--- src/rtl/wall_pkg.sv ---
// Shared definitions for the multi-wall controller: FSM state encoding,
// state width and a width helper for index/counter registers.
package wall_pkg;

   localparam int STATE_W = 3;

   localparam logic [2:0] ST_READY = 3'd0;
   localparam logic [2:0] ST_DRAW  = 3'd1;
   localparam logic [2:0] ST_RUN   = 3'd2;
   localparam logic [2:0] ST_MOVE  = 3'd3;
   localparam logic [2:0] ST_STOP  = 3'd4;

   // Register width able to count 0..n-1, never narrower than one bit.
   function automatic int idx_width(input int n);
      return (n > 1) ? $clog2(n) : 1;
   endfunction

endpackage

--- src/rtl/wall_pos_unit.sv ---
// One wall channel: holds the wall x position, reloads it to its start
// value, and steps it left with wrap-around at the playfield edge.
module wall_pos_unit #(
   parameter int X_W      = 8,
   parameter int SCREEN_W = 160,
   parameter int STEP     = 1,
   parameter int INIT_X   = 159
) (
   input  logic           clk,
   input  logic           resetn,
   input  logic           load,
   input  logic           step,
   output logic [X_W-1:0] x,
   output logic           wrap
);

   localparam logic [X_W-1:0] INIT_V   = X_W'(INIT_X);
   localparam logic [X_W-1:0] STEP_V   = X_W'(STEP);
   // SCREEN_W-STEP always fits in X_W bits since SCREEN_W <= 2**X_W and STEP >= 1
   localparam logic [X_W-1:0] WRAP_ADD = X_W'(SCREEN_W - STEP);

   // A step from below STEP leaves the left edge and re-enters on the right
   assign wrap = (x < STEP_V);

   // Position register: reload on reset/load, otherwise step when asked
   always_ff @(posedge clk) begin
      if (!resetn || load)
         x <= INIT_V;
      else if (step)
         x <= wrap ? (x + WRAP_ADD) : (x - STEP_V);
   end

endmodule

--- src/rtl/wall_ctrl_multi.sv ---
// Multi-wall controller: sequences renderer requests for every wall, paces
// wall movement from frame ticks and stops on collision.
// Optional: define WALL_SCORE_EN to count walls wrapping past the left edge.
module wall_ctrl_multi
   import wall_pkg::*;
#(
   parameter int N_WALLS  = 3,
   parameter int X_W      = 8,
   parameter int SCREEN_W = 160,
   parameter int SPACING  = 54,
   parameter int TICK_DIV = 4,
   parameter int STEP     = 1,
   localparam int IDX_W   = idx_width(N_WALLS)
) (
   input  logic               clk,
   input  logic               resetn,
   input  logic               go,
   input  logic               touched,
   input  logic               frame_tick,
   input  logic               draw_done,
   output logic               draw_req,
   output logic [IDX_W-1:0]   draw_idx,
   output logic [X_W-1:0]     draw_x,
   output logic               running,
   output logic               stopped,
   output logic [STATE_W-1:0] state,
   output logic [7:0]         score
);

   localparam int CNT_W = idx_width(TICK_DIV);

   logic [STATE_W-1:0]            state_q, state_d;
   logic [IDX_W-1:0]              idx_q;
   logic [CNT_W-1:0]              cnt_q;
   logic                          pend_q;
   logic [N_WALLS-1:0][X_W-1:0]   xs;
   logic [N_WALLS-1:0]            wraps;
   logic                          last_idx, cnt_last;
   logic                          in_ready, in_draw, in_run, in_move;

   assign in_ready = (state_q == ST_READY);
   assign in_draw  = (state_q == ST_DRAW);
   assign in_run   = (state_q == ST_RUN);
   assign in_move  = (state_q == ST_MOVE);
   assign last_idx = (idx_q == IDX_W'(N_WALLS - 1));
   assign cnt_last = (cnt_q == CNT_W'(TICK_DIV - 1));

   assign state    = state_q;
   assign draw_req = in_draw;
   assign running  = in_run;
   assign stopped  = (state_q == ST_STOP);
   assign draw_idx = idx_q;
   assign draw_x   = xs[idx_q];

   genvar gi;
   generate
      for (gi = 0; gi < N_WALLS; gi++) begin : g_wall
         wall_pos_unit #(
            .X_W      (X_W),
            .SCREEN_W (SCREEN_W),
            .STEP     (STEP),
            .INIT_X   (SCREEN_W - 1 - gi * SPACING)
         ) u_pos (
            .clk    (clk),
            .resetn (resetn),
            .load   (in_ready),
            .step   (in_move),
            .x      (xs[gi]),
            .wrap   (wraps[gi])
         );
      end
   endgenerate

   // Next-state logic; unused encodings fall back to READY
   always_comb begin
      state_d = ST_READY;
      case (state_q)
         ST_READY: state_d = go ? ST_DRAW : ST_READY;
         ST_DRAW:
            if (draw_done && last_idx)
               state_d = (pend_q || touched) ? ST_STOP : ST_RUN;
            else
               state_d = ST_DRAW;
         ST_RUN:
            if (touched)
               state_d = ST_STOP;
            else if (frame_tick && cnt_last)
               state_d = ST_MOVE;
            else
               state_d = ST_RUN;
         ST_MOVE: state_d = ST_DRAW;
         ST_STOP: state_d = go ? ST_STOP : ST_READY;
         default: state_d = ST_READY;
      endcase
   end

   // State register
   always_ff @(posedge clk) begin
      if (!resetn) state_q <= ST_READY;
      else         state_q <= state_d;
   end

   // Draw index walks the walls, advancing after each accepted draw_done
   always_ff @(posedge clk) begin
      if (!resetn)
         idx_q <= '0;
      else if (in_draw && draw_done)
         idx_q <= last_idx ? '0 : idx_q + 1'b1;
      else if (!in_draw)
         idx_q <= '0;
   end

   // Frame tick divider; a collision in the same cycle leaves it untouched
   always_ff @(posedge clk) begin
      if (!resetn)
         cnt_q <= '0;
      else if (in_run && !touched && frame_tick)
         cnt_q <= cnt_last ? '0 : cnt_q + 1'b1;
   end

   // Collision seen while drawing is remembered until the sequence completes
   always_ff @(posedge clk) begin
      if (!resetn)
         pend_q <= 1'b0;
      else if (state_d == ST_READY)
         pend_q <= 1'b0;
      else if (in_draw && touched)
         pend_q <= 1'b1;
   end

`ifdef WALL_SCORE_EN
   logic [7:0] score_q;
   logic [3:0] nwrap;
   logic [8:0] sum;

   // Count walls wrapping in this move step
   always_comb begin
      nwrap = '0;
      for (int i = 0; i < N_WALLS; i++)
         nwrap = nwrap + 4'(wraps[i]);
      sum = {1'b0, score_q} + 9'(nwrap);
   end

   // Saturating score, cleared while waiting in READY
   always_ff @(posedge clk) begin
      if (!resetn || in_ready)
         score_q <= '0;
      else if (in_move)
         score_q <= sum[8] ? 8'hFF : sum[7:0];
   end

   assign score = score_q;
`else
   logic unused_wraps;
   assign unused_wraps = ^wraps;
   assign score = 8'd0;
`endif

endmodule

--- config.mk ---
export PLATFORM = sky130hd
export DESIGN_NAME = wall_ctrl_multi
export DESIGN_NICKNAME = d
export VERILOG_FILES = /design/src/rtl/wall_pkg.sv /design/src/rtl/wall_pos_unit.sv /design/src/rtl/wall_ctrl_multi.sv
export SDC_FILE = /design/constraint.sdc
export NUM_CORES = 1
export LEC_CHECK = 0
export CELL_PAD_IN_SITES_DETAIL_PLACEMENT = 1
export CELL_PAD_IN_SITES_GLOBAL_PLACEMENT = 2
export CORE_ASPECT_RATIO = 1.25
export CORE_MARGIN = 1.5
export CORE_UTILIZATION = 28
export DETAILED_ROUTE_END_ITERATION = 12
export PLACE_DENSITY = 0.78
export SLEW_MARGIN = 5
export SYNTH_ARGS = -nofsm -noshare
export SYNTH_HDL_FRONTEND = slang
export SYNTH_HIERARCHICAL = 1
export SYNTH_SLANG_ARGS = --single-unit
--- constraint.sdc ---
create_clock -name clk -period 2.5 [get_ports clk]
set_clock_uncertainty 0.2 [all_clocks]
set_input_delay 0.375 -clock clk [delete_from_list [all_inputs] [get_ports clk]]
set_output_delay 0.375 -clock clk [all_outputs]
set_load 0.03 [all_outputs]
Run 1, cells by drive strength:
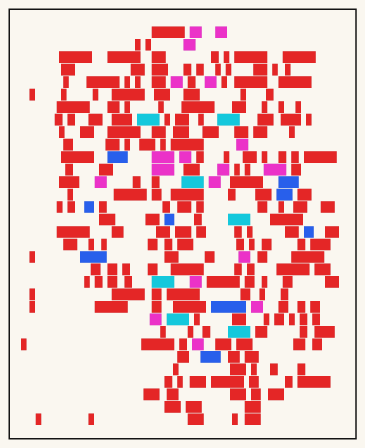
Cyan stands for _6 and larger, cells 7, share 2.8%, most used clkbuf_8. Magenta stands for _3 and _4 cells, cells 18, share 7.2%, most used buf_4. Blue stands for _2 cells, cells 9, share 3.6%, most used or2_2. Red stands for _0 and _1 cells, cells 215, share 86%, most used dfxtp_1.

Run 1, port wiring:
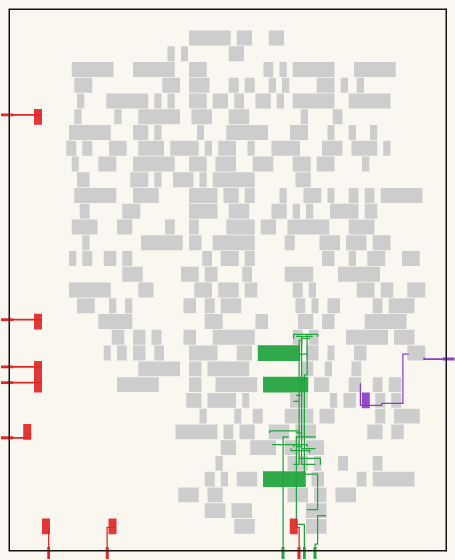
Green stands for state, bits 3, direction output, edge bottom, end cells 3, wire 172 um. Red stands for score, bits 8, direction output, edge 5 left, 3 bottom, end cells 8, wire 36.4 um. Purple stands for running, bits 1, direction output, edge right, end cells 1, wire 24.5 um.

Run 1, cell classes on the final placement:
The bar under the picture is 20 um long.
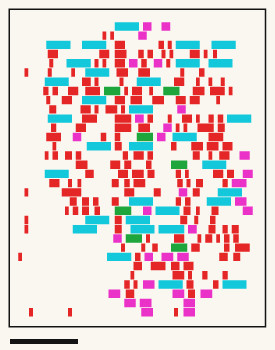
Red stands for combinational and other logic, cells 179, share of their area 53%. Green stands for clock drivers and dummy loads, cells 7, share of their area 4.5%. Magenta stands for remaining buffers and delay cells, cells 31, share of their area 13%. Cyan stands for sequential cells, cells 32, share of their area 30%.

==> impl_metrics.tcl, run 1 <==
# flow metrics
set metrics [dict create \
    area_overhead_vs_synth_pct 23.2 \
    vias 1595 \
    flop2flop_setup_slack_ns 0.27 \
    die-height_um 93.2 \
    outcome "finished, final reports clean" \
    holdCritPathClass "flop to flop" \
    pwrdens_nw_per_um2 473 \
    fraction_of_layout_cells_with_a_size_suffix_above_1 0.137 \
    cp_slowest_cell "sky130_fd_sc_hd__clkdlybuf4s50_1" \
    fin_area_um2 2250 \
    critical-path-max-stage-delay_ns 0.73 \
    worst-path-max-fanout 10 \
    timing.final.hold_violations 0 \
    design.portCount 30 \
    numCtsBuffers 5 \
    crit_required_ns 1.92 \
    drtPass1Iterations 4 \
    reg2reg_from "state[0]" \
    holdCritStartpoint "cnt_q[1]" \
    clock-sinks 32 \
    timing.setup.critical_path_class "flop to output pin" \
    syn_avg_cell_area_um2 8.45 \
    post-layout-total-power_w 0.00106 \
    hold_depth 2 \
    maxSlewHeadroom 0.627 \
    grt_max_degree 15 \
    global_route.usage.total 0.144 \
    core_util_floorplan 0.292 \
    fillerInstances 767 \
    crit-reg2reg-capture "g_wall[2].u_pos/x[6]" \
]
run 1: state kept, by name (all words and copies together) (netlist names):
name	cells
state	3
cnt_q	2
pend_q	1
draw_idx	2
g_wall.u_pos/x	24
run 1: layer usage:
| metal | GRT usage | wire length (um) | part of all wire |
|---|---|---|---|
| met3 | 0.0259 | 103 | 0.023 |
| met2 | 0.254 | 2420 | 0.53 |
| met5 | 0 | 0 | 0 |
| met4 | 0.0476 | 70 | 0.015 |
| met1 | 0.171 | 1950 | 0.43 |
run 1: stage by stage:
stage                     hold WS (ns)  cells
after global placement           0.288    327
after global routing             0.342    334
after detailed placement         0.303    327
after CTS                        0.314    334
final                            0.308    334
after floorplan                  0.254    223
run 1: repair_timing:
| action | 4_1_cts | 5_1_grt |
|---|---|---|
| hold endpoints to repair | 0 | 0 |
| pin swaps | 0 | 0 |
| gates resized | 3 | 1 |
| endpoints found under the setup margin | 3 | 1 |
| buffers inserted | 0 | 0 |
run 1: where the power goes:
| group | switching [W] | leakage [nW] | internal, W |
|---|---|---|---|
| Clock | 0.000197 | 0.0503 | 0.000245 |
| Sequential | 0.00000519 | 0.259 | 0.000513 |
| Combinational | 0.0000643 | 0.485 | 0.0000378 |
| Total | 0.000266 | 0.794 | 0.000796 |
run 1: final cells by class:
cell class | instances | area, um^2 | share of cell area
inverter | 10 | 37.5 | 0.0167
sequential | 32 | 642 | 0.286
multi-input combinational | 169 | 1090 | 0.487
clock buffer | 7 | 96.3 | 0.0429
tap | 85 | 106 | 0.0473
timing repair buffer | 31 | 272 | 0.121
run 1: worst max-delay path by stage:
stage / start / to / cells past startpoint
finish: state[1] / draw_req / 2
floorplan: state[0] / g_wall[1].u_pos/x[6] / 6
global placement: state[1] / running / 3
detailed placement: state[1] / running / 3
CTS: draw_idx[0] / draw_x[7] / 4
global route: state[1] / running / 3
==> run 1 -> run 2 <==
--- a/config.mk
+++ b/config.mk
@@ -5,13 +5,12 @@
 export SDC_FILE = /design/constraint.sdc
 export NUM_CORES = 1
 export LEC_CHECK = 0
-export CELL_PAD_IN_SITES_DETAIL_PLACEMENT = 1
-export CELL_PAD_IN_SITES_GLOBAL_PLACEMENT = 2
 export CORE_ASPECT_RATIO = 1.25
 export CORE_MARGIN = 1.5
-export CORE_UTILIZATION = 28
+export CORE_UTILIZATION = 37
 export DETAILED_ROUTE_END_ITERATION = 12
-export PLACE_DENSITY = 0.78
+export MAX_ROUTING_LAYER = met4
+export PLACE_DENSITY = 0.65
 export SLEW_MARGIN = 5
 export SYNTH_ARGS = -nofsm -noshare
 export SYNTH_HDL_FRONTEND = slang
==> constraint.sdc (replaced) <==
create_clock -name clk -period 2.5 [get_ports clk]
set_clock_uncertainty 0.2 [all_clocks]
set_input_delay 0.625 -clock clk [delete_from_list [all_inputs] [get_ports clk]]
set_output_delay 0.625 -clock clk [all_outputs]
set_load 0.03 [all_outputs]
Run 2, cells by drive strength:
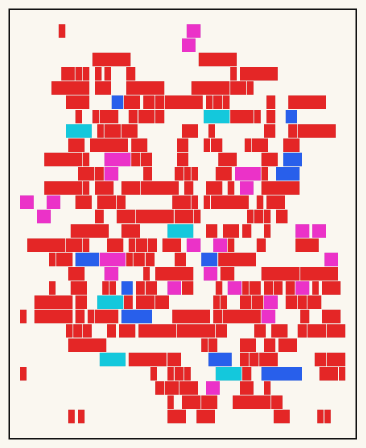
final setup slack of the worst path: 0.136 ns
Non-CTS buffers: 33
Area Overhead vs Synth: 21.6%

Run 2, wire density map:
The bar under the picture is 20 um long. 13 x 16 tiles, from dark purple (low) to yellow (high), scaled to the fullest tile. Values are wire area over tile area, all layers added.
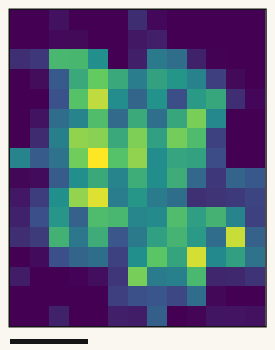
The mean over all tiles is 0.12. 26% of the tiles are nearly empty. The densest ninth of the die: middle.
Tot GR Track Use: 0.178
via count of the routed design: 1584
Detailed Route WL: 4030 um
Avg WL per Cell: 12.9 um

==> impl_metrics.tcl, run 2 <==
# flow metrics
set metrics [dict create \
    outcome "finished, final reports clean" \
    die-height_um 81.5 \
    timing.setup.critical_path_class "flop to output pin" \
    regMostFlops "g_wall.u_pos/x" \
    largest_register_ff_count 24 \
    final_min_period_over_clock_period 0.946 \
    worst-path-max-fanout 9 \
    post-layout-total-power_w 0.00103 \
    pwrdens_nw_per_um2 466 \
    synthesis.instances 216 \
    sequentialPowerShare 0.501 \
    grt_max_degree 10 \
    final-max-slew-violation-count 0 \
    final-comb-area_um2 1100 \
    maxSlewHeadroom 0.663 \
    switching_share 0.249 \
    timing.final.hold_violations 0 \
    grt_antenna_before_repair 0 \
    flop2flop_setup_slack_ns 0.22 \
    power_switching_w 0.000258 \
    fin_area_um2 2220 \
    design.core.area_um2 4730 \
    holdCritPathClass "flop to flop" \
    design.portCount 30 \
    internal-power_w 0.000776 \
    tool_warnings 26 \
    fraction_of_layout_cells_with_a_size_suffix_above_1 0.155 \
    final-seq-area_um2 642 \
    core_util_floorplan 0.386 \
    clock-sinks 32 \
    combPwrFrac 0.099 \
    fillerInstances 486 \
    crit_required_ns 1.67 \
]
run 2: power groups by stage:
stage	Clock [W]	Combinational (W)	Sequential (W)
3_5_place_dp	0	0.000103	0.000529
6_report	0.000414	0.000102	0.000517
4_1_cts	0.000427	0.000103	0.000517
2_1_floorplan	0	0.0000673	0.000532
3_3_place_gp	0	0.000104	0.000529
5_1_grt	0.000445	0.000111	0.000517
run 2: final cells by class:
| type | count | area share |
|---|---|---|
| clock buffers | 8 | 0.0406 |
| inverters | 10 | 0.0169 |
| multi-input cells | 169 | 0.494 |
| flip-flops and latches | 32 | 0.289 |
| well taps | 60 | 0.0338 |
| repair buffers | 33 | 0.125 |
run 2: worst paths after layout:
path | from | end | cells past startpoint
max | state[2] | running | 3
min reg2reg | cnt_q[0] | cnt_q[0] | 2
min | cnt_q[0] | cnt_q[0] | 2
max reg2reg | state[0] | g_wall[1].u_pos/x[6] | 6
run 2: per-stage QoR:
stage	hold WS, ns	cells
after floorplan	0.258	223
after global placement	0.289	304
after detailed placement	0.292	304
after CTS	0.310	312
after global routing	0.339	312
final	0.308	312
run 2: worst max-delay path, stage by stage (launching register included):
cell                              delay [ns]
sky130_fd_sc_hd__dfxtp_1                0.38
sky130_fd_sc_hd__or3b_1                 0.42
sky130_fd_sc_hd__inv_1                  0.09
sky130_fd_sc_hd__clkdlybuf4s15_1        0.36
run 2: what timing repair did:
item / CTS / global route
endpoints found under the hold margin: 0 / 0
setup buffers: 0 / 0
resized: 3 / 2
hold buffers: 0 / 0
setup endpoints to repair: 3 / 9
run 2: routing by layer:
layer	track usage	vias to the layer above	routed length (um)
met4	0.0750	0	76
met2	0.293	27	1930
met5	-	-	0
met3	0.0466	6	155
met1	0.203	734	1870
li1	-	817	-
Power is estimated from default activity; no workload was simulated.
